File: src/rtl/computational_unit_p.sv
// computational_unit_p
//
// Datapath core of the microcontroller. It holds the data registers
// (x0, x1, y0, y1, m, i, o_reg), the result registers r/r_hi and the status
// flags. It drives the internal data bus and executes ALU instructions
// decoded from the instruction nibble. Multiply is an unsigned shift-add
// that takes WIDTH cycles and reports progress on 'busy'.
//
// Parameters:
//   WIDTH  data path width
//   I_MOD  modulus for index post-increment (2..2**WIDTH)
//
// Ports:
//   clk            system clock, rising edge
//   async_reset_n  asynchronous active-low reset
//   source_sel     data bus source select (0..10, others drive 0)
//   nibble_ir      ALU instruction: [2:0] opcode, [3] NOP qualifier
//   pm_data        immediate operand from program memory
//   i_pins         input pins
//   dm             data memory read data
//   x_sel, y_sel   ALU operand selects (x0/x1, y0/y1)
//   i_sel          index load mode: 0 bus load, 1 modulo post-increment
//   reg_en         write enables: x0,x1,y0,y1,ALU issue,m,i,-,o_reg
//   data_bus       combinational bus value
//   o_reg, i       output and index registers
//   r, r_hi        result register and high half of last product
//   zero_flag, carry_flag, neg_flag   status flags
//   busy           multiplier in progress
module computational_unit_p #(
  parameter int WIDTH = 4,
  parameter int I_MOD = 2**WIDTH
) (
  input  logic             clk,
  input  logic             async_reset_n,
  input  logic [3:0]       source_sel,
  input  logic [3:0]       nibble_ir,
  input  logic [WIDTH-1:0] pm_data,
  input  logic [WIDTH-1:0] i_pins,
  input  logic [WIDTH-1:0] dm,
  input  logic             x_sel,
  input  logic             y_sel,
  input  logic             i_sel,
  input  logic [8:0]       reg_en,
  output logic [WIDTH-1:0] data_bus,
  output logic [WIDTH-1:0] o_reg,
  output logic [WIDTH-1:0] i,
  output logic [WIDTH-1:0] r,
  output logic [WIDTH-1:0] r_hi,
  output logic             zero_flag,
  output logic             carry_flag,
  output logic             neg_flag,
  output logic             busy
);

  localparam int CW = $clog2(WIDTH + 1);
  localparam logic [WIDTH:0] MOD = (WIDTH + 1)'(I_MOD);

  typedef enum logic [0:0] {IDLE = 1'b0, MULT = 1'b1} state_t;

  state_t state, state_next;

  logic [WIDTH-1:0]   x0, x1, y0, y1, m;
  logic [WIDTH-1:0]   x_op, y_op;
  logic [2:0]         opcode;
  logic               issue, start_mul, mul_done;

  logic [WIDTH-1:0]   alu_r;
  logic               alu_carry, alu_wr;
  logic [WIDTH:0]     alu_sum;

  logic [WIDTH:0]     idx_sum, idx_next;

  // Multiplier state: acc holds {partial product high, remaining multiplier}
  logic [WIDTH-1:0]   mcand;
  logic [2*WIDTH-1:0] acc, mul_next;
  logic [WIDTH:0]     mul_add;
  logic [2*WIDTH:0]   mul_cat;
  logic [CW-1:0]      cnt;

  // reg_en[7] has no register behind it; the top bit of idx_next and the bit
  // shifted out of mul_cat are never needed.
  logic [2:0]         unused_bits;
  assign unused_bits = {reg_en[7], idx_next[WIDTH], mul_cat[0]};

  assign x_op      = x_sel ? x1 : x0;
  assign y_op      = y_sel ? y1 : y0;
  assign opcode    = nibble_ir[2:0];
  // Issue while the multiplier runs is dropped, not queued.
  assign issue     = reg_en[4] && !busy;
  assign start_mul = issue && (opcode == 3'd3);
  assign mul_done  = (state == MULT) && (cnt == CW'(1));

  // Data bus source multiplexer
  always_comb begin
    data_bus = '0;
    case (source_sel)
      4'd0:    data_bus = x0;
      4'd1:    data_bus = x1;
      4'd2:    data_bus = y0;
      4'd3:    data_bus = y1;
      4'd4:    data_bus = r;
      4'd5:    data_bus = m;
      4'd6:    data_bus = i;
      4'd7:    data_bus = dm;
      4'd8:    data_bus = pm_data;
      4'd9:    data_bus = i_pins;
      4'd10:   data_bus = r_hi;
      default: data_bus = '0;
    endcase
  end

  // Modulo post-increment; i and m are both below I_MOD so one subtraction
  // brings the sum back into range.
  always_comb begin
    idx_sum  = {1'b0, i} + {1'b0, m};
    idx_next = (idx_sum >= MOD) ? (idx_sum - MOD) : idx_sum;
  end

  // Single-cycle ALU; alu_wr is low for multiply and for qualified NOPs
  always_comb begin
    alu_r     = '0;
    alu_carry = 1'b0;
    alu_wr    = 1'b0;
    alu_sum   = '0;
    case (opcode)
      3'd0: begin
        if (!nibble_ir[3]) begin
          alu_r     = -x_op;
          alu_carry = (x_op != '0);
          alu_wr    = 1'b1;
        end
      end
      3'd1: begin
        alu_sum   = {1'b0, x_op} - {1'b0, y_op};
        alu_r     = alu_sum[WIDTH-1:0];
        alu_carry = alu_sum[WIDTH];
        alu_wr    = 1'b1;
      end
      3'd2: begin
        alu_sum   = {1'b0, x_op} + {1'b0, y_op};
        alu_r     = alu_sum[WIDTH-1:0];
        alu_carry = alu_sum[WIDTH];
        alu_wr    = 1'b1;
      end
      3'd4: begin
        alu_r     = x_op << 1;
        alu_carry = x_op[WIDTH-1];
        alu_wr    = 1'b1;
      end
      3'd5: begin
        alu_r  = x_op ^ y_op;
        alu_wr = 1'b1;
      end
      3'd6: begin
        alu_r  = x_op & y_op;
        alu_wr = 1'b1;
      end
      3'd7: begin
        if (!nibble_ir[3]) begin
          alu_r  = ~x_op;
          alu_wr = 1'b1;
        end
      end
      default: ;
    endcase
  end

  // One shift-add step: add the multiplicand into the high half when the
  // current multiplier LSB is set, then shift the whole accumulator right.
  always_comb begin
    mul_add  = {1'b0, acc[2*WIDTH-1:WIDTH]} + (acc[0] ? {1'b0, mcand} : '0);
    mul_cat  = {mul_add, acc[WIDTH-1:0]};
    mul_next = mul_cat[2*WIDTH:1];
  end

  // Multiplier FSM state register
  always_ff @(posedge clk or negedge async_reset_n) begin
    if (!async_reset_n) state <= IDLE;
    else                state <= state_next;
  end

  // Multiplier FSM next-state logic
  always_comb begin
    state_next = state;
    case (state)
      IDLE:    if (start_mul) state_next = MULT;
      MULT:    if (mul_done)  state_next = IDLE;
      default: state_next = IDLE;
    endcase
  end

  // Multiplier FSM outputs
  always_comb begin
    busy = (state == MULT);
  end

  // Register file, result registers and flags
  always_ff @(posedge clk or negedge async_reset_n) begin
    if (!async_reset_n) begin
      x0         <= '0;
      x1         <= '0;
      y0         <= '0;
      y1         <= '0;
      m          <= '0;
      i          <= '0;
      o_reg      <= '0;
      r          <= '0;
      r_hi       <= '0;
      zero_flag  <= 1'b1;
      carry_flag <= 1'b0;
      neg_flag   <= 1'b0;
      mcand      <= '0;
      acc        <= '0;
      cnt        <= '0;
    end else begin
      if (reg_en[0]) x0    <= data_bus;
      if (reg_en[1]) x1    <= data_bus;
      if (reg_en[2]) y0    <= data_bus;
      if (reg_en[3]) y1    <= data_bus;
      if (reg_en[5]) m     <= data_bus;
      if (reg_en[8]) o_reg <= data_bus;
      if (reg_en[6]) i     <= i_sel ? idx_next[WIDTH-1:0] : data_bus;

      if (start_mul) begin
        mcand <= x_op;
        acc   <= {{WIDTH{1'b0}}, y_op};
        cnt   <= CW'(WIDTH);
      end else if (state == MULT) begin
        acc <= mul_next;
        cnt <= cnt - CW'(1);
        if (mul_done) begin
          r          <= mul_next[WIDTH-1:0];
          r_hi       <= mul_next[2*WIDTH-1:WIDTH];
          zero_flag  <= (mul_next == '0);
          carry_flag <= (mul_next[2*WIDTH-1:WIDTH] != '0);
          neg_flag   <= mul_next[2*WIDTH-1];
        end
      end else if (issue && alu_wr) begin
        r          <= alu_r;
        zero_flag  <= (alu_r == '0);
        carry_flag <= alu_carry;
        neg_flag   <= alu_r[WIDTH-1];
      end
    end
  end

endmodule

File: config.mk
export PLATFORM = sky130hd
export DESIGN_NAME = computational_unit_p
export DESIGN_NICKNAME = d
export VERILOG_FILES = /design/src/rtl/computational_unit_p.sv
export SDC_FILE = /design/constraint.sdc
export NUM_CORES = 1
export LEC_CHECK = 0
export CORE_MARGIN = 2
export CORE_UTILIZATION = 38
export DETAILED_ROUTE_END_ITERATION = 10
export PLACE_DENSITY_LB_ADDON = 0.1
export SLEW_MARGIN = 20
export SYNTH_ARGS = -nofsm -noshare
export SYNTH_HDL_FRONTEND = slang
export SYNTH_SLANG_ARGS = --single-unit
File: constraint.sdc
create_clock -name clk -period 3.95 [get_ports clk]
set_input_delay 0.79 -clock clk [delete_from_list [all_inputs] [get_ports clk]]
set_output_delay 0.79 -clock clk [all_outputs]
set_load 0.05 [all_outputs]
Fig. 1: run 1, cells by drive strength
The bar under the picture is 20 um long.
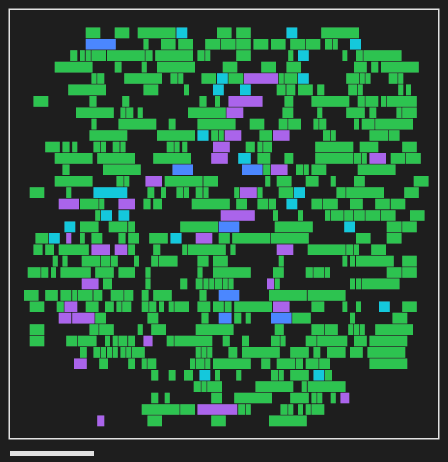
size	color	cells	share	most used
x1 and smaller	green	401	87%	dfrtp_1
x6 and larger	blue	7	1.5%	clkbuf_8
x2	purple	30	6.5%	mux2_2
x3 and x4	cyan	22	4.8%	buf_4
P&R area growth vs syn: 22.0%
cell area after layout: 0.00445 mm^2
Final WS setup: 0.340 ns
Non-CTS buffers: 73

Fig. 2: run 1, sequential cells grouped by signal name
The bar under the picture is 20 um long. Other sequential cells in the stronger gray, the rest of the logic in the fainter gray.
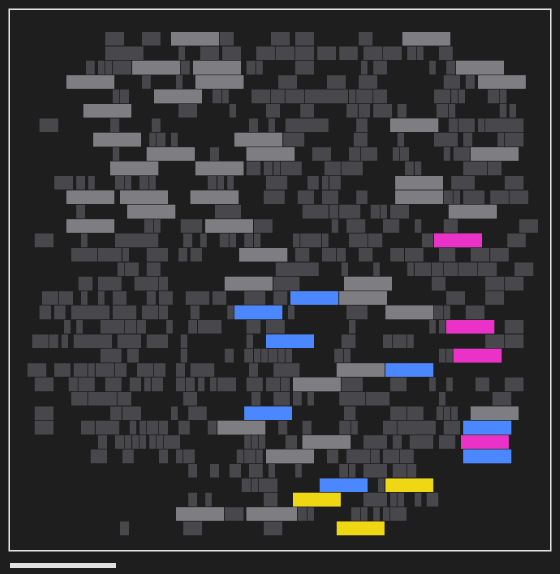
signal	color	placed flops
`cnt`	yellow	3
`acc`	blue	8
`r_hi`	magenta	4
not colored	40
utilization after layout: 48.0%
seq pwr: 0.873 mW
FF+latch area: 0.00138 mm^2

Fig. 3: run 1, wiring heat map
20 x 20 tiles, from dark blue (low) to red (high), scaled to the fullest tile. Values are wire area over tile area, all layers added.
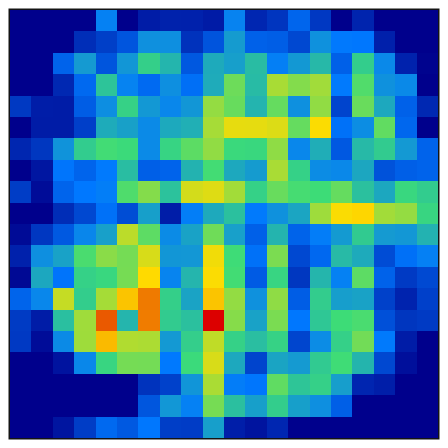
densest ninth of the die	center
nearly empty tiles	14%
emptiest ninth of the die	upper left
mean over tiles	0.14

Fig. 4: run 1, cell placement
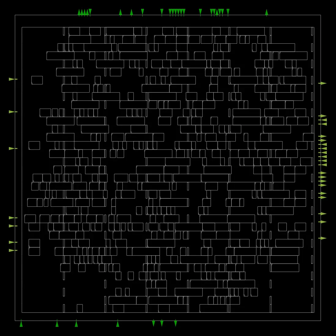
Finished Layout Cells: 589
# rows: 35

==> results_slide.txt, run 1 <==
Implementation Results

Synthesis
  • Asr flop ratio synth: 100%
  • Seq cells post-synth: 55
  • Area share, top type: 37.0%
  • Synth area leaders: dfrtp_1, ha_1, a21oi_1
  • Mean area per synthesized cell: 9.12 um^2
  • Count of library flops with an enable pin: 0
  • Warnings from Yosys: 0
  • Mapped Nets: 456
  • Seq share, synth: 37.7%
  • Synth area leader: dfrtp_1
  • Mapped Cells: 400
  • Synthesized cell area: 0.00365 mm^2
  • Most common cell in the netlist: dfrtp_1

Floorplan
  • Die width: 102 um
  • Chip height: 102 um

Worst setup path
  • Worst Setup End Kind: primary output
  • FF-to-FF setup slack: 1.17 ns
  • Crit path buf inv count: 4
  • CP peak stage delay: 0.63 ns
  • Crit-path max FO: 10
  • CP arrival: 2.82 ns
  • Largest delay share family, worst path: buffers and inverters

CTS
  • Setup bufs post-CTS: 0
  • Root Buffer: clkbuf_8
  • CTS Buffer Depth: 2
  • TritonCTS Buffers: 5
  • Post-CTS Hold Buffers: 0
  • H-tree depth: 2

Final timing
  • Clock Skew: 0.0121 ns
  • Hold Fails Final Rpt: 0
  • Final worst path period need: 3.61 ns

Pwr
  • Sw power: 1.14 mW
  • Part of the power in combinational logic: 52.5%
  • Leakage power figure: 1.97 nW
  • Switching Share: 45.1%
  • Pwr Total: 2.54 mW

Status
  • Status: complete, no violations

Placed design
  • Post-DP HPWL: 7.55 mm
  • Placed insts: 581

Run
  • Tool Warnings: 32

Cells and area
  • Share of cells above drive strength 1: 12.8%

Drt
  • WL final: 9.69 mm
  • Via density: 5.20
  • Avg WL per Cell: 16.4 um
  • Final ANT Viol Nets: 0

Hold path
  • Hold Path End: mcand[3]$_DFFE_PN0P_
  • Hold path start: mcand[3]$_DFFE_PN0P_
  • WHS Path Cells: 2
  • Min-delay worst type: flop to flop

Global routing
  • Antenna violations before repair: 0
-- run 1: worst max path at each step --
stage                  startpoint                     to  slack, ns
finish              source_sel[2]            data_bus[0]       0.34
CTS                 source_sel[2]            data_bus[0]       0.35
global placement            y_sel  zero_flag$_DFFE_PN1P_       0.11
global route        source_sel[2]            data_bus[0]       0.23
detailed placement          y_sel  zero_flag$_DFFE_PN1P_       0.09
floorplan                   x_sel  zero_flag$_DFFE_PN1P_       0.80
-- run 1: final cells by class --
| type | count | area [um^2] |
|---|---|---|
| repair buffers | 73 | 686 |
| well taps | 129 | 161 |
| inverters | 26 | 97.6 |
| clock inverters | 3 | 22.5 |
| flip-flops and latches | 55 | 1380 |
| multi-input cells | 298 | 2040 |
| clock buffers | 5 | 68.8 |
| fillers | 939 | 4830 |
-- run 1: worst reg2reg max path, cell delays in order (launching register included) --
cell and delay [ns]:
dfrtp_1 0.42, mux2_2 0.32, ha_1 0.22, fa_1 0.48, mux2_2 0.14, o32ai_1 0.06, nor4_1 0.35, nand2_1 0.08
or4b_1 0.49, a21oi_1 0.15
-- run 1: metrics by stage --
stage               hold WS, ns  setup WS [ns]  utilization, %
CTS                       0.484          0.354            48.0
finish                    0.481          0.340            48.0
detailed placement        0.461         0.0928            47.0
floorplan                 0.438          0.799               -
global placement          0.455          0.108            47.0
global route              0.511          0.234            48.0
-- run 1: logic make-up after synthesis --
logic type | after synthesis | synth area share (%)
AND-OR/OR-AND | 108 | 19.1
XOR/XNOR | 7 | 1.68
adder cells (fa/ha/maj) | 22 | 8.36
buffers and inverters | 47 | 6.38
flip-flops | 55 | 37.7
multiplexers | 26 | 9.05
AND/OR/NAND/NOR | 135 | 17.7
-- run 1: layout by cell type (no fill, tap or decap), types with 3 or more instances in the layout --
| cell | instances |
|---|---|
| inv_1 | 25 |
| fa_1 | 4 |
| a21oi_1 | 40 |
| mux2_2 | 13 |
| nand2_1 | 46 |
| nor2b_1 | 9 |
| clkbuf_8 | 5 |
| nor3b_1 | 3 |
| a211oi_1 | 3 |
| buf_4 | 20 |
| nor3_1 | 5 |
| clkdlybuf4s50_1 | 51 |
| mux4_2 | 3 |
| a21o_1 | 4 |
| dfrtp_1 | 54 |
| mux2i_1 | 8 |
| a22o_1 | 5 |
| nor4_1 | 4 |
| xor2_1 | 4 |
| and2_1 | 7 |
| xnor2_1 | 3 |
| nor2_1 | 41 |
| a22oi_1 | 7 |
| o21ai_0 | 24 |
| nand2b_1 | 4 |
| ha_1 | 18 |
-- run 1: per-layer routing --
layer | share of wire, % | track usage [%] | vias up
met3 | 2.7 | 2.39 | 6
met5 | 0 | 0 | -
met4 | 1.1 | 4.82 | 0
li1 | - | - | 1534
met1 | 50 | 28.5 | 1480
met2 | 46 | 30.7 | 42
-- run 1: power by group through the flow --
| stage | Sequential [mW] | Clock, mW | Combinational, mW |
|---|---|---|---|
| 5_1_grt | 0.900 | 0.363 | 1.46 |
| 4_1_cts | 0.876 | 0.340 | 1.34 |
| 3_5_place_dp | 0.888 | 0 | 1.34 |
| 2_1_floorplan | 1.08 | 0 | 0.703 |
| 3_3_place_gp | 0.883 | 0 | 1.32 |
| 6_report | 0.873 | 0.331 | 1.33 |
Fig. 5: run 1, routed clock nets over the placement
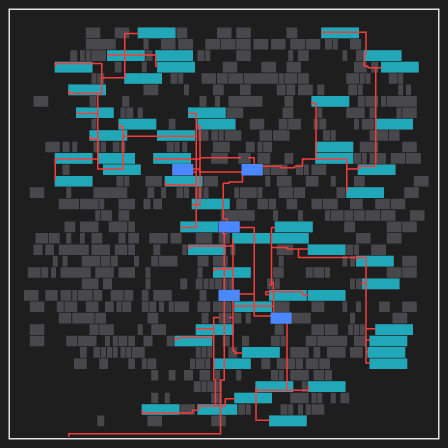

--- run 2 (diff from run 1) ---
--- a/config.mk
+++ b/config.mk
@@ -9,6 +9,7 @@
 export CORE_UTILIZATION = 38
 export DETAILED_ROUTE_END_ITERATION = 10
 export PLACE_DENSITY_LB_ADDON = 0.1
+export RECOVER_POWER = 50
 export SLEW_MARGIN = 20
 export SYNTH_ARGS = -nofsm -noshare
 export SYNTH_HDL_FRONTEND = slang
Fig. 6: run 2, routed clock nets over the placement
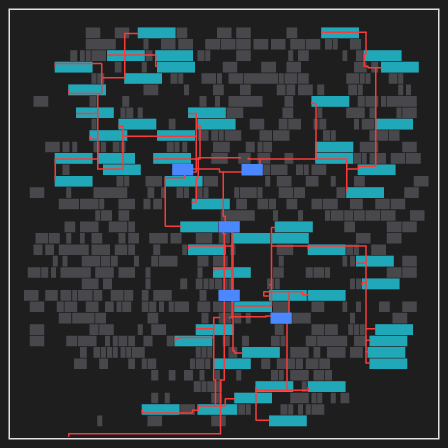
[clock wires] red | length: 741 um
[clock-net drivers] blue | count: 5
[flip-flops] cyan | count: 55
routed clock nets	6
clock network power: 0.329 mW
clock group share of total power: 13.1%
clk ins delay skew pair: 0.31 ns

Fig. 7: run 2, cell placement
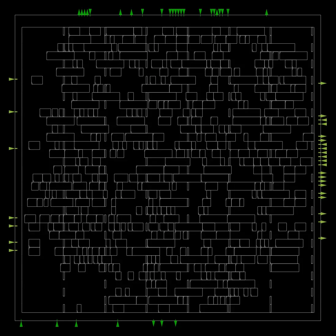
Tap Cells: 129
CORE AREA: 0.00928 mm^2
fillers: 943
registers: 55

==> results_slide.txt, run 2 <==
Implementation Results

Status
  • Status: finished with violations
  • Failing checks: capacitance limit, slew limit

Run
  • Max-Cap Viols: 2

Placed design
  • Post-place setup slack: 0.0928 ns
  • Placed insts: 581

Worst setup path
  • Crit-path max FO: 10
  • CP arrival: 2.82 ns
  • Largest delay share family, worst path: buffers and inverters

Synthesis
  • Synth area leaders: dfrtp_1, ha_1, a21oi_1
  • Seq cells post-synth: 55
  • Simple share: 17.7%
  • Top logic family: AND-OR/OR-AND gates
  • Asr flop ratio synth: 100%

Cells and area
  • Cell area after layout: 0.00444 mm^2
  • Top Layout Cells: dfrtp_1, nand2_1, clkdlybuf4s50_1, nor2_1, a21oi_1

CTS
  • H-tree depth: 2

Drt
  • Avg WL per Cell: 16.4 um
  • Final ANT Viol Nets: 0

Final timing
  • Hold Fails Final Rpt: 0
  • Final Max Tran Viols: 58

Global routing
  • Antenna violations before repair: 0
==> run 2: worst reg2reg max path, delay by kind of cell, from the launching register on <==
family          cells  cell delay [ns]
mux                 2             0.46
simple gates        3             0.92
fa+ha+maj           2             0.70
compound gates      2             0.21
flops               1             0.42
==> run 2: routing by layer <==
layer	track usage [%]	wire length, um
met3	2.39	360
met4	4.82	127
met2	30.7	4400
met1	28.5	4780
met5	0	0
==> run 2: path summary, 6_finish.rpt <==
path / start / to / slack, ns / cells past startpoint
max in group asynchronous: async_reset_n / mcand[0]$_DFFE_PN0P_ / 0.93 / 2
max reg2reg: y0[0]$_DFFE_PN0P_ / zero_flag$_DFFE_PN1P_ / 1.16 / 9
min: mcand[3]$_DFFE_PN0P_ / mcand[3]$_DFFE_PN0P_ / 0.48 / 2
min in group asynchronous: async_reset_n / cnt[1]$_DFFE_PN0P_ / 0.83 / 1
min reg2reg: mcand[3]$_DFFE_PN0P_ / mcand[3]$_DFFE_PN0P_ / 0.48 / 2
max: source_sel[2] / data_bus[0] / 0.34 / 8
==> run 2: logic make-up (layout without fill, tap and decap cells) <==
group,count (synthesis),count (layout)
flops,55,55
simple gates,135,135
fa+ha+maj,22,22
compound gates,108,108
mux,26,26
buf+inv,47,107
xor+xnor,7,7
==> run 2: cell type report <==
cell class | count | share of cell area, %
multi-input cells | 298 | 45.9
flip-flops and latches | 55 | 31.0
repair buffers | 73 | 15.2
well taps | 129 | 3.63
inverters | 26 | 2.20
clock buffers | 5 | 1.55
clock inverters | 3 | 0.507
==> run 2: power by group <==
| group | internal [mW] | leakage (nW) | total [mW] | switching [mW] |
|---|---|---|---|---|
| sequential | 0.731 | 0.668 | 0.872 | 0.141 |
| combinational | 0.519 | 1.24 | 1.32 | 0.797 |
| clock | 0.128 | 0.0485 | 0.329 | 0.202 |
| total | 1.38 | 1.96 | 2.52 | 1.14 |
==> run 2: metrics by stage <==
stage	util [%]	total power, mW	hold WS (ns)
final	47.9	2.52	0.480
after global routing	47.9	2.71	0.511
after CTS	48.0	2.56	0.484
after detailed placement	47.0	2.22	0.461
after global placement	47.0	2.20	0.455
after floorplan	-	1.78	0.438
Fig. 8: run 2, sequential cells grouped by signal name
The bar under the picture is 20 um long. Other sequential cells in the stronger gray, the rest of the logic in the fainter gray.
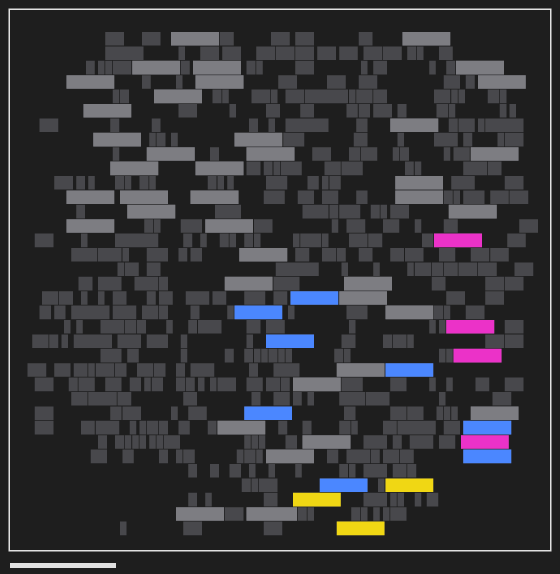

--- run 3 (diff from run 2) ---
--- a/config.mk
+++ b/config.mk
@@ -6,7 +6,7 @@
 export NUM_CORES = 1
 export LEC_CHECK = 0
 export CORE_MARGIN = 2
-export CORE_UTILIZATION = 38
+export CORE_UTILIZATION = 59
 export DETAILED_ROUTE_END_ITERATION = 10
 export PLACE_DENSITY_LB_ADDON = 0.1
 export RECOVER_POWER = 50
Fig. 9: run 3, sequential cells grouped by signal name
The bar under the picture is 20 um long. Other sequential cells in the stronger gray, the rest of the logic in the fainter gray.
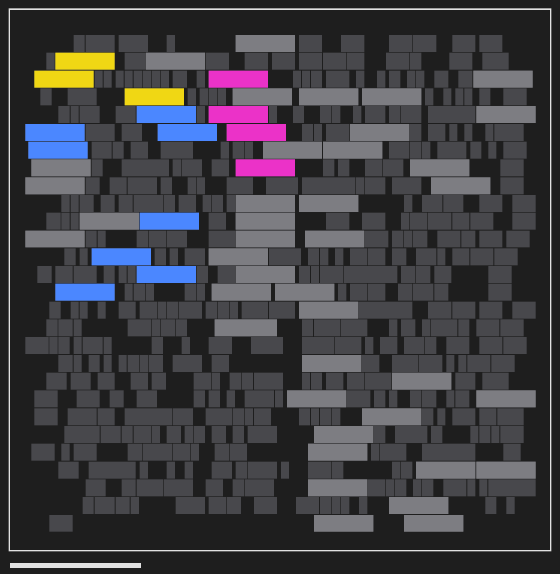
signal	color	placed flops
`cnt`	yellow	3
`r_hi`	magenta	4
`acc`	blue	8
not colored	40

Fig. 10: run 3, routed clock nets over the placement
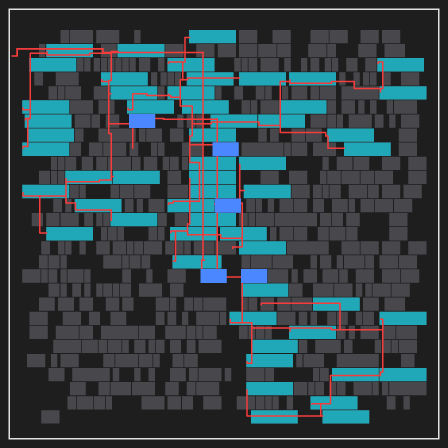
Clock Skew: 0.0204 ns
clock group share of total power: 12.8%
clock network power: 0.320 mW

==> results_slide.txt, run 3 <==
Implementation Results

Status
  • Status: finished with violations
  • Failing checks: capacitance limit, slew limit

Worst setup path
  • R2R Path End: zero_flag$_DFFE_PN1P_
  • Critical path startpoint: source_sel[2]
  • WP depth: 7
  • Crit path buf inv count: 3
  • Crit-path max FO: 9
  • FF-to-FF setup slack: 1.16 ns
  • CP peak stage delay: 0.69 ns
  • FF-to-FF Start: y0[0]$_DFFE_PN0P_

Synthesis
  • Synth area leaders: dfrtp_1, ha_1, a21oi_1
  • Synth area leader: dfrtp_1
  • Mapped Nets: 456
  • Synthesized cell area: 0.00365 mm^2
  • Mapped Cells: 400
  • Mean area per synthesized cell: 9.12 um^2
  • Area share, top type: 37.0%
  • Asr flop ratio synth: 100%
  • Count of library flops with an enable pin: 0

Cells and area
  • Top Layout Cells: dfrtp_1, nand2_1, clkdlybuf4s50_1, nor2_1, a21oi_1
  • Share of cells above drive strength 1: 12.0%
  • Cell area after layout: 0.00437 mm^2

Hold path
  • Hold path start: mcand[2]$_DFFE_PN0P_
  • Min-delay worst type: flop to flop

Final timing
  • Hold Fails Final Rpt: 0
  • Final Max Tran Viols: 34
  • Final worst path period need: 3.60 ns

Run
  • Max-Cap Viols: 1
  • Tool Warnings: 32

CTS
  • CTS Buffer Depth: 2
  • Clk ins delay skew pair: 0.31 ns
  • Post-CTS Hold Buffers: 0
  • Root Buffer: clkbuf_8

Global routing
  • Met1 GRT Util: 37.9%
  • M2 GR Usage: 48.0%

Pwr
  • Leakage power figure: 1.95 nW
  • Pwr Total: 2.51 mW

Floorplan
  • Die width: 82.7 um
  • Chip height: 82.7 um
  • # rows: 28

Placed design
  • Post-place setup slack: 0.116 ns
  • Post-DP HPWL: 7.02 mm

Drt
  • Via density: 5.98
## run 3: cell counts after synthesis
No cell type changed its count.
## run 3: logic make-up after synthesis
kind of cell / Yosys count / synth area share, %
muxes: 26 / 9.05
adders and majority gates: 22 / 8.36
buffers and inverters: 47 / 6.38
xor gates and xnor gates: 7 / 1.68
AOI/OAI and AO/OA: 108 / 19.1
DFF: 55 / 37.7
and+or+nand+nor: 135 / 17.7
## run 3: worst reg2reg max path: stages (launching register included)
cell	delay, ns
dfrtp_1	0.41
mux2_2	0.32
ha_1	0.23
fa_1	0.49
mux2_2	0.15
o32ai_1	0.06
nor4_1	0.32
nand2_1	0.08
or4b_1	0.48
a21oi_1	0.16
## run 3: cell type report
type,count,area [um^2]
clock buffers,5,68.8
clock inverters,3,23.8
fillers,467,1590
inverters,26,97.6
multi-input cells,298,2040
flip-flops and latches,55,1380
well taps,75,93.8
repair buffers,71,666
## run 3: stage by stage
step           hold slack, ns  std cells
2_1_floorplan           0.438        400
3_3_place_gp            0.454        525
3_5_place_dp            0.457        525
4_1_cts                 0.482        533
5_1_grt                 0.514        533
6_report                0.479        533
## run 3: power breakdown
group,internal (mW),switching [mW]
logic,0.514,0.767
clock network,0.129,0.191
registers,0.731,0.175
## run 3: per-layer routing
metal | vias up | routed length [um]
met5 | - | 0
met4 | 0 | 170
met3 | 15 | 626
met2 | 122 | 4460
met1 | 1526 | 3970
li1 | 1525 | -
## run 3: worst max-delay path by stage
stage	endpoint	slack [ns]
6_report	data_bus[1]	0.35
5_1_grt	data_bus[1]	0.26
4_1_cts	data_bus[1]	0.38
3_5_place_dp	zero_flag$_DFFE_PN1P_	0.12
3_3_place_gp	zero_flag$_DFFE_PN1P_	0.14
2_1_floorplan	zero_flag$_DFFE_PN1P_	0.80
Power and IR drop assume default switching activity.
